<file path="src/rtl/ex_pkg.sv">
// Shared encodings for the execute stage: mul/div ops, forwarding selects,
// destination selects and ALU function codes.
package ex_pkg;
  localparam int DEF_DATA_W = 32;

  localparam logic [2:0] MD_NONE  = 3'd0;
  localparam logic [2:0] MD_MULT  = 3'd1;
  localparam logic [2:0] MD_MULTU = 3'd2;
  localparam logic [2:0] MD_DIV   = 3'd3;
  localparam logic [2:0] MD_DIVU  = 3'd4;
  localparam logic [2:0] MD_MFHI  = 3'd5;
  localparam logic [2:0] MD_MFLO  = 3'd6;

  typedef enum logic [1:0] {
    FWD_RF  = 2'b00,
    FWD_MEM = 2'b01,
    FWD_WB  = 2'b10
  } fwd_e;

  localparam logic [1:0] REGDST_RT = 2'b00;
  localparam logic [1:0] REGDST_RD = 2'b01;
  localparam logic [1:0] REGDST_RA = 2'b10;
  localparam logic [1:0] REGDST_K0 = 2'b11;

  localparam logic [5:0] ALU_SLL = 6'h00;
  localparam logic [5:0] ALU_SRL = 6'h02;
  localparam logic [5:0] ALU_SRA = 6'h03;
  localparam logic [5:0] ALU_LUI = 6'h0F;
  localparam logic [5:0] ALU_ADD = 6'h20;
  localparam logic [5:0] ALU_SUB = 6'h22;
  localparam logic [5:0] ALU_AND = 6'h24;
  localparam logic [5:0] ALU_OR  = 6'h25;
  localparam logic [5:0] ALU_XOR = 6'h26;
  localparam logic [5:0] ALU_NOR = 6'h27;
  localparam logic [5:0] ALU_SLT = 6'h2A;
endpackage

</file>
<file path="src/rtl/alu.sv">
// Combinational ALU. Shifts move operand b by the low bits of operand a;
// sign selects signed or unsigned set-less-than.
module alu
  import ex_pkg::*;
#(
  parameter int DATA_W = DEF_DATA_W
) (
  input  logic [5:0]        ctl,
  input  logic              sign,
  input  logic [DATA_W-1:0] a,
  input  logic [DATA_W-1:0] b,
  output logic [DATA_W-1:0] y
);
  localparam int SH_W = $clog2(DATA_W);

  logic [SH_W-1:0] sh;
  logic            lt;

  always_comb begin
    sh = a[SH_W-1:0];
    lt = sign ? ($signed(a) < $signed(b)) : (a < b);
    case (ctl)
      ALU_ADD: y = a + b;
      ALU_SUB: y = a - b;
      ALU_AND: y = a & b;
      ALU_OR:  y = a | b;
      ALU_XOR: y = a ^ b;
      ALU_NOR: y = ~(a | b);
      ALU_SLT: y = {{(DATA_W-1){1'b0}}, lt};
      ALU_SLL: y = b << sh;
      ALU_SRL: y = b >> sh;
      ALU_SRA: y = $signed(b) >>> sh;
      ALU_LUI: y = b << (DATA_W / 2);
      default: y = '0;
    endcase
  end
endmodule

</file>
<file path="src/rtl/md_iter.sv">
// Iterative multiply/divide: one shift-add or restoring-divide step per cycle,
// DATA_W steps, on magnitudes with sign fix-up when HI/LO are written.
module md_iter
  import ex_pkg::*;
#(
  parameter int DATA_W = DEF_DATA_W
) (
  input  logic              clk,
  input  logic              rst,
  input  logic              start,
  input  logic [2:0]        op,
  input  logic [DATA_W-1:0] a,
  input  logic [DATA_W-1:0] b,
  output logic              busy,
  output logic [DATA_W-1:0] hi,
  output logic [DATA_W-1:0] lo
);
  localparam int CNT_W = $clog2(DATA_W);
  localparam logic [CNT_W-1:0] LAST = CNT_W'(DATA_W - 1);

  logic busy_q, busy_d, is_div_q, is_div_d, neg_q, neg_d, rneg_q, rneg_d, dz_q, dz_d;
  logic [CNT_W-1:0]    cnt_q, cnt_d;
  logic [DATA_W-1:0]   a_q, a_d, b_q, b_d, hi_q, hi_d, lo_q, lo_d;
  logic [2*DATA_W-1:0] p_q, p_d, p_step, prod;
  logic [DATA_W:0]     sum, shifted, diff;
  logic [DATA_W-1:0]   q_res, r_res;
  logic                signed_op, sa, sb;

  always_comb begin
    busy_d = busy_q; cnt_d = cnt_q; is_div_d = is_div_q; neg_d = neg_q;
    rneg_d = rneg_q; dz_d = dz_q; a_d = a_q; b_d = b_q; p_d = p_q;
    hi_d = hi_q; lo_d = lo_q;
    signed_op = (op == MD_MULT) || (op == MD_DIV);
    sa = signed_op && a[DATA_W-1];
    sb = signed_op && b[DATA_W-1];
    // p holds {partial product, multiplier} or {remainder, dividend/quotient}
    sum     = {1'b0, p_q[2*DATA_W-1:DATA_W]} + (p_q[0] ? {1'b0, b_q} : '0);
    shifted = {p_q[2*DATA_W-1:DATA_W], p_q[DATA_W-1]};
    diff    = shifted - {1'b0, b_q};
    if (is_div_q)
      p_step = diff[DATA_W] ? {shifted[DATA_W-1:0], p_q[DATA_W-2:0], 1'b0}
                            : {diff[DATA_W-1:0], p_q[DATA_W-2:0], 1'b1};
    else
      p_step = {sum, p_q[DATA_W-1:1]};
    prod  = neg_q ? -p_step : p_step;
    q_res = neg_q ? -p_step[DATA_W-1:0] : p_step[DATA_W-1:0];
    r_res = rneg_q ? -p_step[2*DATA_W-1:DATA_W] : p_step[2*DATA_W-1:DATA_W];

    if (busy_q) begin
      p_d   = p_step;
      cnt_d = cnt_q + 1'b1;
      if (cnt_q == LAST) begin
        busy_d = 1'b0;
        cnt_d  = '0;
        if (is_div_q) begin
          lo_d = dz_q ? '1 : q_res;
          hi_d = dz_q ? a_q : r_res;
        end else begin
          hi_d = prod[2*DATA_W-1:DATA_W];
          lo_d = prod[DATA_W-1:0];
        end
      end
    end else if (start) begin
      busy_d   = 1'b1;
      cnt_d    = '0;
      is_div_d = (op == MD_DIV) || (op == MD_DIVU);
      neg_d    = sa ^ sb;
      rneg_d   = sa;
      dz_d     = (b == '0);
      a_d      = a;
      b_d      = sb ? -b : b;
      p_d      = {{DATA_W{1'b0}}, (sa ? -a : a)};
    end
  end

  always_ff @(posedge clk or posedge rst) begin
    if (rst) begin
      busy_q <= 1'b0; cnt_q <= '0; is_div_q <= 1'b0; neg_q <= 1'b0;
      rneg_q <= 1'b0; dz_q <= 1'b0; a_q <= '0; b_q <= '0; p_q <= '0;
      hi_q <= '0; lo_q <= '0;
    end else begin
      busy_q <= busy_d; cnt_q <= cnt_d; is_div_q <= is_div_d; neg_q <= neg_d;
      rneg_q <= rneg_d; dz_q <= dz_d; a_q <= a_d; b_q <= b_d; p_q <= p_d;
      hi_q <= hi_d; lo_q <= lo_d;
    end
  end

  assign busy = busy_q;
  assign hi   = hi_q;
  assign lo   = lo_q;
endmodule

</file>
<file path="src/rtl/ex_md_stage.sv">
// Execute stage: operand forwarding, ALU, destination select, iterative
// mul/div with HI/LO and ID stall, feeding the EX/MEM register.
module ex_md_stage
  import ex_pkg::*;
#(
  parameter int              DATA_W = DEF_DATA_W,
  parameter int              RA_W   = 5,
  parameter logic [RA_W-1:0] RA_REG = RA_W'(31),
  parameter logic [RA_W-1:0] K0_REG = RA_W'(26)
) (
  input  logic              clk,
  input  logic              rst,
  input  logic              in_valid,
  output logic              in_ready,
  input  logic              flush,
  input  logic [5:0]        alu_ctl,
  input  logic              alu_sign,
  input  logic              alu_src1,
  input  logic              alu_src2,
  input  logic [1:0]        reg_dst,
  input  logic [2:0]        md_op,
  input  logic [DATA_W-1:0] shamt,
  input  logic [DATA_W-1:0] imm,
  input  logic [RA_W-1:0]   rs,
  input  logic [RA_W-1:0]   rt,
  input  logic [RA_W-1:0]   rd,
  input  logic [DATA_W-1:0] rs_data,
  input  logic [DATA_W-1:0] rt_data,
  input  logic              mem_write,
  input  logic              reg_write,
  input  logic [1:0]        mem_to_reg,
  input  logic              mem_reg_write,
  input  logic [RA_W-1:0]   mem_wr_reg,
  input  logic [DATA_W-1:0] mem_wr_data,
  input  logic              wb_reg_write,
  input  logic [RA_W-1:0]   wb_wr_reg,
  input  logic [DATA_W-1:0] wb_wr_data,
  output logic [RA_W-1:0]   ex_wr_reg,
  output logic              md_busy,
  output logic              exm_valid,
  output logic [DATA_W-1:0] exm_wdata,
  output logic [DATA_W-1:0] exm_result,
  output logic [RA_W-1:0]   exm_wr_reg,
  output logic              exm_mem_write,
  output logic [1:0]        exm_mem_to_reg,
  output logic              exm_reg_write
);
  fwd_e              fwd_a, fwd_b;
  logic [DATA_W-1:0] rs_val, rt_val, op1, op2, alu_y, hi, lo;
  logic              md_arith, stall, md_start, live;

  logic              exm_valid_q, exm_valid_d, exm_mem_write_q, exm_mem_write_d;
  logic              exm_reg_write_q, exm_reg_write_d;
  logic [1:0]        exm_mem_to_reg_q, exm_mem_to_reg_d;
  logic [DATA_W-1:0] exm_wdata_q, exm_wdata_d, exm_result_q, exm_result_d;
  logic [RA_W-1:0]   exm_wr_reg_q, exm_wr_reg_d;

  // Writes to r0 are ignored by the regfile, so they must never be forwarded.
  always_comb begin
    fwd_a = FWD_RF;
    if (mem_reg_write && mem_wr_reg != '0 && mem_wr_reg == rs)   fwd_a = FWD_MEM;
    else if (wb_reg_write && wb_wr_reg != '0 && wb_wr_reg == rs) fwd_a = FWD_WB;
    fwd_b = FWD_RF;
    if (mem_reg_write && mem_wr_reg != '0 && mem_wr_reg == rt)   fwd_b = FWD_MEM;
    else if (wb_reg_write && wb_wr_reg != '0 && wb_wr_reg == rt) fwd_b = FWD_WB;
    case (fwd_a)
      FWD_MEM: rs_val = mem_wr_data;
      FWD_WB:  rs_val = wb_wr_data;
      default: rs_val = rs_data;
    endcase
    case (fwd_b)
      FWD_MEM: rt_val = mem_wr_data;
      FWD_WB:  rt_val = wb_wr_data;
      default: rt_val = rt_data;
    endcase
    op1 = alu_src1 ? shamt : rs_val;
    op2 = alu_src2 ? imm : rt_val;
  end

  always_comb begin
    case (reg_dst)
      REGDST_RT: ex_wr_reg = rt;
      REGDST_RD: ex_wr_reg = rd;
      REGDST_RA: ex_wr_reg = RA_REG;
      REGDST_K0: ex_wr_reg = K0_REG;
    endcase
  end

  alu #(.DATA_W(DATA_W)) u_alu (
    .ctl (alu_ctl),
    .sign(alu_sign),
    .a   (op1),
    .b   (op2),
    .y   (alu_y)
  );

  md_iter #(.DATA_W(DATA_W)) u_md_iter (
    .clk  (clk),
    .rst  (rst),
    .start(md_start),
    .op   (md_op),
    .a    (rs_val),
    .b    (rt_val),
    .busy (md_busy),
    .hi   (hi),
    .lo   (lo)
  );

  assign md_arith = (md_op >= MD_MULT) && (md_op <= MD_DIVU);
  assign stall    = in_valid && md_busy && (md_op != MD_NONE);
  assign in_ready = !stall;
  assign md_start = in_valid && !flush && !md_busy && md_arith;
  // mul/div issue leaves EX as a bubble; its result arrives later via mfhi/mflo
  assign live     = in_valid && !flush && !stall && !md_arith;

  always_comb begin
    exm_valid_d      = live;
    exm_reg_write_d  = live && reg_write;
    exm_mem_write_d  = live && mem_write;
    exm_mem_to_reg_d = live ? mem_to_reg : 2'b00;
    exm_wdata_d      = rt_val;
    exm_wr_reg_d     = ex_wr_reg;
    if (md_op == MD_MFHI)      exm_result_d = hi;
    else if (md_op == MD_MFLO) exm_result_d = lo;
    else                       exm_result_d = alu_y;
  end

  always_ff @(posedge clk or posedge rst) begin
    if (rst) begin
      exm_valid_q <= 1'b0; exm_reg_write_q <= 1'b0; exm_mem_write_q <= 1'b0;
      exm_mem_to_reg_q <= '0; exm_wdata_q <= '0; exm_result_q <= '0; exm_wr_reg_q <= '0;
    end else begin
      exm_valid_q <= exm_valid_d; exm_reg_write_q <= exm_reg_write_d;
      exm_mem_write_q <= exm_mem_write_d; exm_mem_to_reg_q <= exm_mem_to_reg_d;
      exm_wdata_q <= exm_wdata_d; exm_result_q <= exm_result_d; exm_wr_reg_q <= exm_wr_reg_d;
    end
  end

  assign exm_valid      = exm_valid_q;
  assign exm_reg_write  = exm_reg_write_q;
  assign exm_mem_write  = exm_mem_write_q;
  assign exm_mem_to_reg = exm_mem_to_reg_q;
  assign exm_wdata      = exm_wdata_q;
  assign exm_result     = exm_result_q;
  assign exm_wr_reg     = exm_wr_reg_q;
endmodule

</file>
<file path="config.mk">
export PLATFORM = sky130hd
export DESIGN_NAME = ex_md_stage
export DESIGN_NICKNAME = d
export VERILOG_FILES = /design/src/rtl/ex_pkg.sv /design/src/rtl/alu.sv /design/src/rtl/md_iter.sv /design/src/rtl/ex_md_stage.sv
export SDC_FILE = /design/constraint.sdc
export NUM_CORES = 2
export LEC_CHECK = 0
export CAP_MARGIN = 20
export CORE_MARGIN = 8
export CORE_UTILIZATION = 29
export CTS_CLUSTER_SIZE = 40
export DETAILED_ROUTE_END_ITERATION = 6
export GPL_TIMING_DRIVEN = 0
export HOLD_SLACK_MARGIN = 0.15
export PLACE_DENSITY_LB_ADDON = 0.25
export SYNTH_ARGS = -nofsm -noshare
export SYNTH_HDL_FRONTEND = slang
export SYNTH_SLANG_ARGS = --single-unit
export TNS_END_PERCENT = 10
</file>
<file path="constraint.sdc">
create_clock -name clk -period 14.9 [get_ports clk]
set_input_delay 2.98 -clock clk [delete_from_list [all_inputs] [get_ports clk]]
set_output_delay 2.98 -clock clk [all_outputs]
set_load 0.1 [all_outputs]
</file>
Figure 1. Routing congestion.
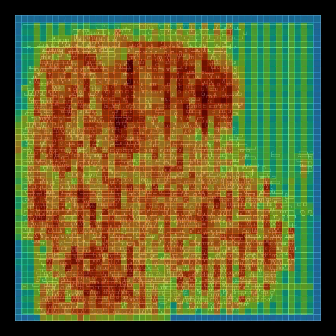
fraction of met1 tracks used by global routing: 42.8%
average wire per cell in the routed design: 31.7 µm

Figure 2. Register map, names as in the netlist.
Drawn at 1 px/µm. Other sequential cells in the stronger grey, the rest of the logic in the fainter grey.
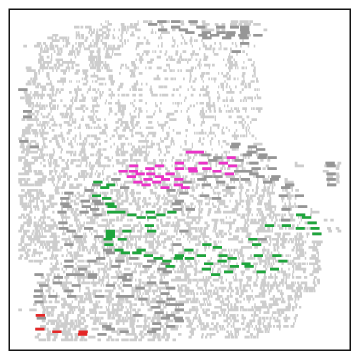
legend:
  red:
    netlist_name: `exm_wr_reg`
    flops: 5
    where: lower left
  magenta:
    netlist_name: `u_md_iter.lo`
    flops: 32
    where: centre
  green:
    netlist_name: `u_md_iter.p_q`
    flops: 64
not coloured: 175

==> results.txt <==
The implementation run finished. The final reports fail on DRC. Summed over all failing endpoints, the final setup total negative slack is 0 ns. The highest layer touched by signal routing is met5. Die width landed at 339 µm. The clock arrives with 0.0350 ns of skew. Multi-input gate area in the final layout landed at 21800 µm². The root buffer cell chosen for the clock tree is clkbuf_16. The area taken by sequential standard cells is reported as 6910 µm². HPWL after detailed placement landed at 157 mm. Among the non-sequential cells, AND-OR/OR-AND gates take the most area. The tightest min-delay check is of the register to register type. The worst hold path passes through 2 cells. In this run the tool buffered the top-level ports with 315 buffer cells. The flow ran to the end, but the final reports show violations.

Count of TritonRoute iterations in the first routing pass landed at 7. Total routing usage reported by global routing landed at 31.4%. Power density over the cells landed at 208 nW/µm². Based on the critical path, the design can be clocked at up to 0.0784 GHz.

At the worst endpoint, the arrival time is 13.22 ns. The register with the most flip-flops in the layout has 64 of them. Maximum ir drop on the vdd rail landed at 0.129 mV. Relative slew slack landed at 17.7%.

No sink is reached through more buffers than the 3 on the longest clock path. The switching portion of total power comes to 55.9%. Post-synthesis sequential element count landed at 276. Die footprint landed at 115000 µm². AND-OR/OR-AND share of the synthesized area landed at 28.5%.

Per the skew report, the later register of the worst-skew pair sees a clock latency of 0.62 ns. STA classifies the critical path endpoint as a register. The detailed router put a total of 80.8 mm of wire on met1. Vias per cell landed at 6.14. For this configuration, the core starts out at a cell density of 29.3%.

The leakage component of the power was reported as 15.2 nW. Number of setup violations in the final report landed at 0. Proportion of synthesized chip area in sequential cells landed at 22.8%.

STA classifies the critical path startpoint as an input port. The vertical die dimension reported for this design is 339 µm. In this run, post-CTS hold repair placed 0 buffers. The detail route stage leaves a number of antenna-violating nets equal to 0.

Hold violation total from the final report landed at 0. Per the detail_route report, DRC violations left total 1. Count of distinct cell types in the synthesized netlist landed at 87. The synthesis log from Yosys contains 0 warnings. Once the clock tree was built, the resizer swapped 0 gates to a different size. Maximum number of pins on one net before global-route repair landed at 116.

Per the TritonCTS log, the buffer count is 39.
Figure 3. Metal 2.
Drawn at 1 px/µm.
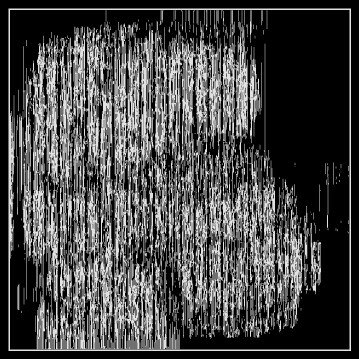
share of all routed wire: 42%
main direction: vertical
longest straight run: 116 µm
wire length on this layer: 79.5 mm
nets with wire on the layer: 4132
WL final: 191 mm
number of vias in the routed layout: 37100
met2 usage: 46.5%

Figure 4. Drive-strength map.
Drawn at 1.5 px/µm.
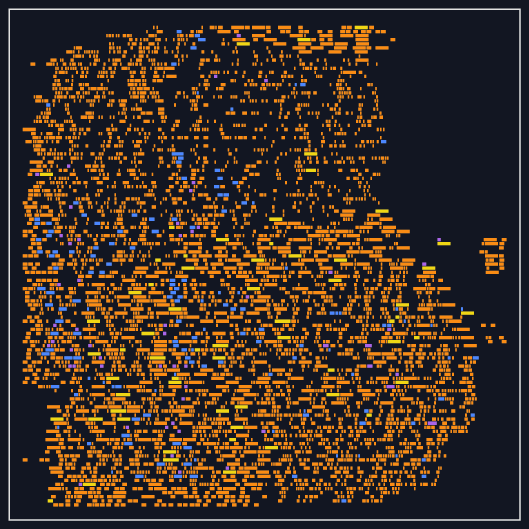
legend:
  yellow:
    size: drive 6 and up
    cells: 62
    most_used: clkbuf_16
  orange:
    size: drive 1 or less
    cells: 4383
    most_used: nand2_1
  purple:
    size: drive 3 to 4
    cells: 54
    most_used: buf_4
  blue:
    size: drive 2
    cells: 147
    most_used: mux2_2
relative area change from synthesis to final layout: 22.7%
number of ordinary and repair buffers in the finished layout: 647
final worst setup slack: 2.15 ns

worst max-delay path, stage by stage:
cell	delay (ns)
clkdlybuf4s50_1	0.54
or4_1	0.15
o21ai_0	0.16
nor3_1	0.60
clkbuf_1	0.53
clkbuf_1	0.57
o21ai_1	0.43
mux2i_2	0.29
buf_6	0.23
clkbuf_1	0.71
clkbuf_1	0.57
buf_1	0.78
ha_1	0.43
a21oi_1	0.28
o21ai_0	0.23
a2111oi_0	0.44
a2111oi_0	0.14
buf_1	0.18
a21oi_1	0.37
o22ai_1	0.26
o41ai_1	0.72
o21bai_1	0.27
a21boi_0	0.23
o31ai_1	0.12
xnor2_1	0.54
a21oi_1	0.14
o21ai_0	0.28
power by group through the flow:
stage	Clock (mW)	Sequential [mW]	Combinational [mW]
after detailed placement	0	1.39	5.13
after CTS	1.02	1.38	5.15
after floorplan	0	1.31	3.38
final	1.01	1.41	5.32
after global routing	1.04	1.42	5.66
after global placement	0	1.39	5.08
synth_stat cells, drive strengths merged (10+ instances only):
master | count | area, µm²
a21oi | 298 | 1500
o221ai | 18 | 158
dfrtp | 276 | 6910
ha | 166 | 2080
buf | 39 | 169
a22oi | 49 | 368
xor2 | 67 | 587
nor2 | 380 | 1430
mux2 | 65 | 732
or3 | 44 | 275
nor3 | 167 | 836
o21a | 18 | 135
nor4 | 34 | 213
and2 | 53 | 332
o211ai | 45 | 348
mux2i | 126 | 1260
a21o | 41 | 308
clkbuf | 240 | 901
or2 | 16 | 100
nand4 | 25 | 156
o311ai | 12 | 105
xnor2 | 163 | 1430
or4 | 15 | 116
a221oi | 20 | 175
a221o | 10 | 100
o21ai | 461 | 2330
o22ai | 37 | 231
inv | 188 | 706
nand3 | 81 | 405
nor2b | 21 | 131
a31oi | 54 | 338
a311oi | 14 | 123
o21bai | 23 | 173
nand2 | 577 | 2180
o22a | 32 | 280
nand2b | 26 | 163
o41ai | 34 | 298
a211oi | 57 | 433
o31ai | 41 | 308
and3 | 28 | 175
through the flow:
step | power (mW) | util [%] | hold WS [ns] | instance area (µm²)
final | 7.74 | 35.9 | 0.481 | 37200
after global routing | 8.12 | 35.9 | 0.498 | 37200
after detailed placement | 6.51 | 34.6 | 0.467 | 35900
after floorplan | 4.68 | - | 0.441 | 30300
after global placement | 6.47 | 34.0 | 0.468 | 35200
after CTS | 7.55 | 35.9 | 0.481 | 37200
cell usage in the layout, fill, tap and decap left out, types with 39 or more instances in the layout:
cell type        count
or3_1               44
mux2_2              65
a21oi_1            297
a211oi_1            56
o31ai_1             40
clkdlybuf4s50_1    315
dfrtp_1            276
a21o_1              41
a31oi_1             54
o211ai_1            43
mux2i_1            125
clkbuf_16           39
and2_1              53
nor3_1             167
a22oi_1             49
ha_1               166
nor2_1             380
clkbuf_1           243
nand3_1             81
o21ai_0            438
xnor2_1            163
inv_1              187
nand2_1            575
xor2_1              67
layout make-up:
| cell class | count | area share [%] |
|---|---|---|
| antenna | 8 | 0.0538 |
| buffer | 279 | 2.87 |
| clock buffer | 45 | 2.76 |
| clock inverter | 24 | 0.823 |
| inverter | 195 | 1.99 |
| multi-input combinational | 3459 | 58.7 |
| sequential | 276 | 18.6 |
| tap | 1380 | 4.64 |
| timing repair buffer | 368 | 9.66 |
No activity file was given, so power comes from the tool's default toggle rates.
